### Met1 routing, run 1

Scale: 4 px per um. Supply wires on this layer in gray.
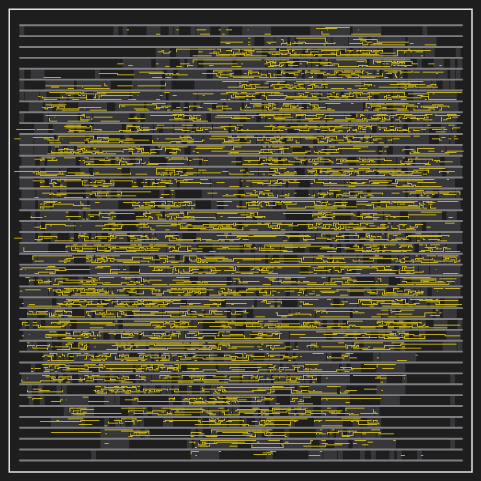
### Placed standard cells, run 1

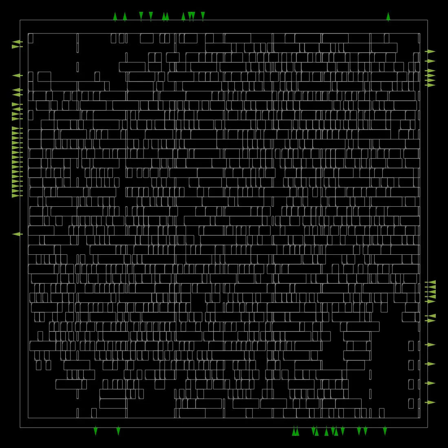
### I/O nets highlighted, run 1

Scale: 3 px per um.
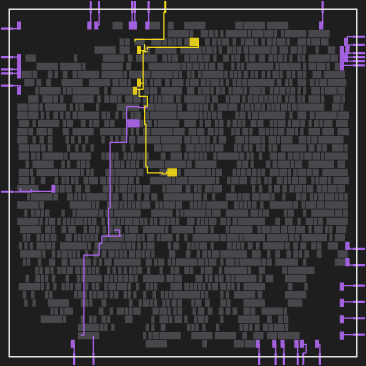
`src/rtl/timer_wrapper_unit_if.sv`:
```
// Command/status bus for timer_wrapper_unit.
// The master drives command words and the slave (the timer) returns status.
interface timer_wrapper_unit_if;
  logic [31:0] data_in;   // [31:30] opcode, [29:0] payload
  logic [31:0] data_out;  // [0] done, [1] running, [31:2] zero

  modport master (
    output data_in,
    input  data_out
  );

  modport slave (
    input  data_in,
    output data_out
  );
endinterface

```
`src/rtl/timer_wrapper_unit.sv`:
```
// Command-driven one-shot timer.
// A run lasts INIT * 2^PSC cycles, and done is held until DISABLE.
// Commands are sampled on every edge.
module timer_wrapper_unit #(
  parameter int unsigned CNT_W = 30,
  parameter int unsigned PSC_W = 5
) (
  input logic                 clk,
  input logic                 reset_n,  // active-high synchronous reset despite the name
  timer_wrapper_unit_if.slave bus
);

  // Wide enough to count to 2^PSC - 1 for any PSC value.
  localparam int unsigned PscCntW = (1 << PSC_W) - 1;

  localparam logic [1:0] OpLoadInit = 2'b00;
  localparam logic [1:0] OpLoadPsc  = 2'b01;
  localparam logic [1:0] OpDisable  = 2'b10;
  localparam logic [1:0] OpEnable   = 2'b11;

  typedef enum logic [1:0] {StIdle, StRunning, StDone} state_e;

  state_e               r_state, w_state_nxt;
  logic [CNT_W-1:0]     r_init;
  logic [PSC_W-1:0]     r_psc;
  logic [CNT_W-1:0]     r_count, w_count_nxt;
  logic [PscCntW-1:0]   r_pcnt, w_pcnt_nxt;
  // Reset clears this flag. Only DISABLE sets it.
  // A level-held ENABLE that spans a reset therefore cannot start a new run.
  logic                 r_armed;

  logic [1:0]           w_op;
  logic [PSC_W-1:0]     w_shamt;
  logic [PscCntW-1:0]   w_psc_max;

  assign w_op      = bus.data_in[31:30];
  assign w_shamt   = PSC_W'(PscCntW) - r_psc;
  assign w_psc_max = {PscCntW{1'b1}} >> w_shamt;  // 2^PSC - 1

  // Next-state logic: DISABLE takes priority, then the state-specific behaviour.
  always_comb begin
    w_state_nxt = r_state;
    w_count_nxt = r_count;
    w_pcnt_nxt  = r_pcnt;
    if (w_op == OpDisable) begin
      w_state_nxt = StIdle;
    end else begin
      unique case (r_state)
        StIdle: begin
          if (w_op == OpEnable && r_armed) begin
            w_count_nxt = r_init;
            w_pcnt_nxt  = '0;
            w_state_nxt = (r_init == '0) ? StDone : StRunning;
          end
        end
        StRunning: begin
          if (r_pcnt == w_psc_max) begin
            w_pcnt_nxt = '0;
            if (r_count != '0) w_count_nxt = r_count - CNT_W'(1);
            if (r_count <= CNT_W'(1)) w_state_nxt = StDone;
          end else begin
            w_pcnt_nxt = r_pcnt + PscCntW'(1);
          end
        end
        StDone: ;
        default: w_state_nxt = StIdle;
      endcase
    end
  end

  // State and configuration registers; reset overrides any command in the same cycle.
  always_ff @(posedge clk) begin
    if (reset_n) begin
      r_state <= StIdle;
      r_init  <= '0;
      r_psc   <= '0;
      r_count <= '0;
      r_pcnt  <= '0;
      r_armed <= 1'b0;
    end else begin
      r_state <= w_state_nxt;
      r_count <= w_count_nxt;
      r_pcnt  <= w_pcnt_nxt;
      if (w_op == OpLoadInit) r_init <= bus.data_in[CNT_W-1:0];
      if (w_op == OpLoadPsc)  r_psc  <= bus.data_in[PSC_W-1:0];
      if (w_op == OpDisable)  r_armed <= 1'b1;
    end
  end

  assign bus.data_out = {30'd0, r_state == StRunning, r_state == StDone};

endmodule

```
`src/flat_wrapper.sv`:
```
// flat-port wrapper written by rule: the top's interface ports become plain ports
module timer_wrapper_unit_flat 
#(
  parameter int unsigned CNT_W = 30,
  parameter int unsigned PSC_W = 5
)
  (clk, reset_n, bus_data_in, bus_data_out);
  timer_wrapper_unit_if bus_i ();
  input logic clk;
  input logic reset_n;
  input wire logic [$bits(bus_i.data_in)-1:0] bus_data_in;
  output wire logic [$bits(bus_i.data_out)-1:0] bus_data_out;
  assign bus_i.data_in = bus_data_in;
  assign bus_data_out = bus_i.data_out;
  timer_wrapper_unit #(.CNT_W(CNT_W), .PSC_W(PSC_W)) u_core (.clk(clk), .reset_n(reset_n), .bus(bus_i));
endmodule
```
`config.mk`:
```
export PLATFORM = sky130hd
export DESIGN_NAME = timer_wrapper_unit_flat
export DESIGN_NICKNAME = d
export VERILOG_FILES = /design/src/rtl/timer_wrapper_unit_if.sv /design/src/rtl/timer_wrapper_unit.sv /design/src/flat_wrapper.sv
export SDC_FILE = /design/constraint.sdc
export NUM_CORES = 1
export LEC_CHECK = 0
export ABC_AREA = 1
export CORE_MARGIN = 2
export CORE_UTILIZATION = 52
export CTS_CLUSTER_SIZE = 10
export DETAILED_ROUTE_END_ITERATION = 12
export GPL_ROUTABILITY_DRIVEN = 0
export PLACE_DENSITY = 0.77
export SETUP_SLACK_MARGIN = 0.4
export SYNTH_ARGS = -nofsm -noshare
export SYNTH_HDL_FRONTEND = slang
export SYNTH_SLANG_ARGS = --single-unit
```
`constraint.sdc`:
```
create_clock -name clk -period 2 [get_ports clk]
set_input_delay 0.4 -clock clk [delete_from_list [all_inputs] [get_ports clk]]
set_output_delay 0.4 -clock clk [all_outputs]
set_load 0.1 [all_outputs]
```
==> results.sh, run 1 <==
# flow metrics
export IMPL_num_multi_input_gates=806
export IMPL_ys_cells=1080
export IMPL_finalPower_mw=6.47
export IMPL_violations="negative setup slack"
export IMPL_setup_violations=61
export IMPL_wl_met3_um=1830
export IMPL_rrSetupSlack_ns=-0.26
export IMPL_top_register="u_core.r_pcnt"
export IMPL_placedCellCount=1312
export IMPL_antenna_cells=0
export IMPL_status="finished, violations left"
export IMPL_nets=1227
export IMPL_ys_ff=99
export IMPL_clk_pin_slew_ns=0.07
export IMPL_drt_iter0_drc=734
export IMPL_die_w_um=115
export IMPL_layout_top_cell="nand2_1"
export IMPL_sh_seq_area_pct=23.8
export IMPL_dp_slack_ns=-0.137
export IMPL_worstSetupEndpoint="u_core.r_pcnt[12]"
export IMPL_fin_ws_ns=-0.263
## Picture notes: 'Met1 routing'
longest straight run	63.0 um
wire length on this layer	8,190 um

## Picture notes: 'Placed standard cells'
Fillers: 987
# rows: 40
Finished Layout Cells: 1,363

## Picture notes: 'I/O nets highlighted'
color	port	bits	direction	edge	end cells	buffers	wire
purple	bus_data_out	32	output	12 east, 8 south, 6 west, 6 north	32	3	249 um
yellow	reset_n	1	input	north	5	2	105 um
IO buf count: 35
I/O pin count: 66

==> run 2: changes to the inputs <==
Settings changed: CTS_CLUSTER_SIZE 10 to unset, GPL_TIMING_DRIVEN set to 0, SLEW_MARGIN set to 20.
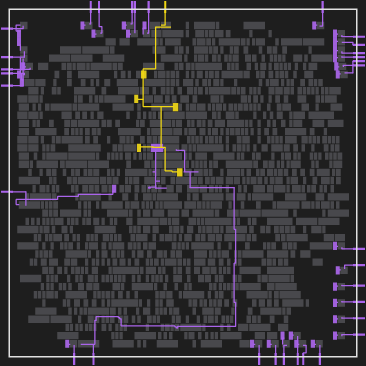
*I/O nets highlighted, run 2*
Scale: 3 px per um.
color	port	bits	direction	edge	end cells	buffers	wire
purple	bus_data_out	32	output	12 east, 8 south, 6 west, 6 north	32	33	410 um
yellow	reset_n	1	input	north	5	1	89.1 um

==> results.sh, run 2 <==
# flow metrics
export IMPL_status="finished, violations left"
export IMPL_violations="negative setup slack"
export IMPL_yosysTopAreaCellShare_pct=30.8
export IMPL_placedCellCount=1312
export IMPL_nets=1216
export IMPL_largest_registers="u_core.r_pcnt: 31 flops, u_core.r_count: 30 flops, u_core.r_init: 30 flops"
export IMPL_layout_top_cell="nand2_1"
export IMPL_top_register="u_core.r_pcnt"
export IMPL_fillers=1116
export IMPL_num_io_pins=66
export IMPL_ys_ff=99
export IMPL_fin_ws_ns=-0.100
export IMPL_worstSetupEndpoint="u_core.r_count[10]"
export IMPL_clk_pin_slew_ns=0.07
export IMPL_drt_total_wl_um=19800
export IMPL_hold_path_class="register to register"
export IMPL_wl_met3_um=1720
export IMPL_ys_cells=1080
export IMPL_rrSetupSlack_ns=-0.10
export IMPL_fin_cells=1352
export IMPL_lay_top_cells="nand2_1 (244), nor2_1 (174), inv_1 (120)"
export IMPL_dp_slack_ns=-0.721
export IMPL_n_all_buffers=132
export IMPL_cp_required_ns=2.30
export IMPL_num_multi_input_gates=805
export IMPL_drt_iter0_drc=627
export IMPL_grt_ovfl_total=0
export IMPL_crit_fanout=9
export IMPL_finalPower_mw=6.28
export IMPL_path_class="register to register"
export IMPL_numPortBuffers=35
export IMPL_setup_violations=59
export IMPL_top_logic_kind="simple AND/OR/NAND/NOR gates"
==> run 3: changes to the inputs <==
Settings changed: GPL_TIMING_DRIVEN 0 to unset.
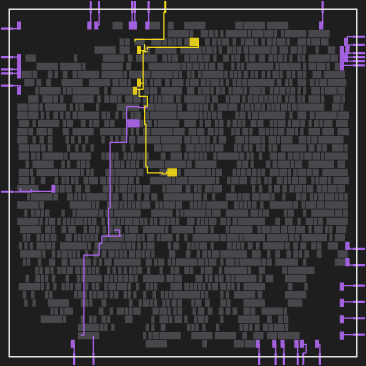
*I/O nets highlighted, run 3*
Scale: 3 px per um.
color	port	bits	direction	edge	end cells	buffers	wire
yellow	reset_n	1	input	north	5	2	105 um
purple	bus_data_out	32	output	12 east, 8 south, 6 west, 6 north	32	3	249 um

==> results.sh, run 3 <==
# flow metrics
export IMPL_drt_total_wl_um=20600
export IMPL_wl_met3_um=1830
export IMPL_path_class="register to register"
export IMPL_grt_ovfl_total=0
export IMPL_drt_iter0_drc=734
export IMPL_numPortBuffers=35
export IMPL_rrSetupSlack_ns=-0.26
export IMPL_n_all_buffers=141
export IMPL_clk_pin_slew_ns=0.07
export IMPL_num_io_pins=66
export IMPL_fin_cells=1363
export IMPL_dp_slack_ns=-0.137
export IMPL_violations="negative setup slack"
export IMPL_setup_violations=61
export IMPL_finalPower_mw=6.47
export IMPL_lay_top_cells="nand2_1 (228), nor2_1 (176), inv_1 (113)"
export IMPL_nets=1227
export IMPL_crit_fanout=6
export IMPL_placedCellCount=1312
export IMPL_fillers=987
export IMPL_num_multi_input_gates=806
export IMPL_ys_cells=1080
export IMPL_cp_required_ns=2.27
export IMPL_status="finished, violations left"
export IMPL_top_register="u_core.r_pcnt"
export IMPL_hold_path_class="register to register"
export IMPL_fin_ws_ns=-0.263
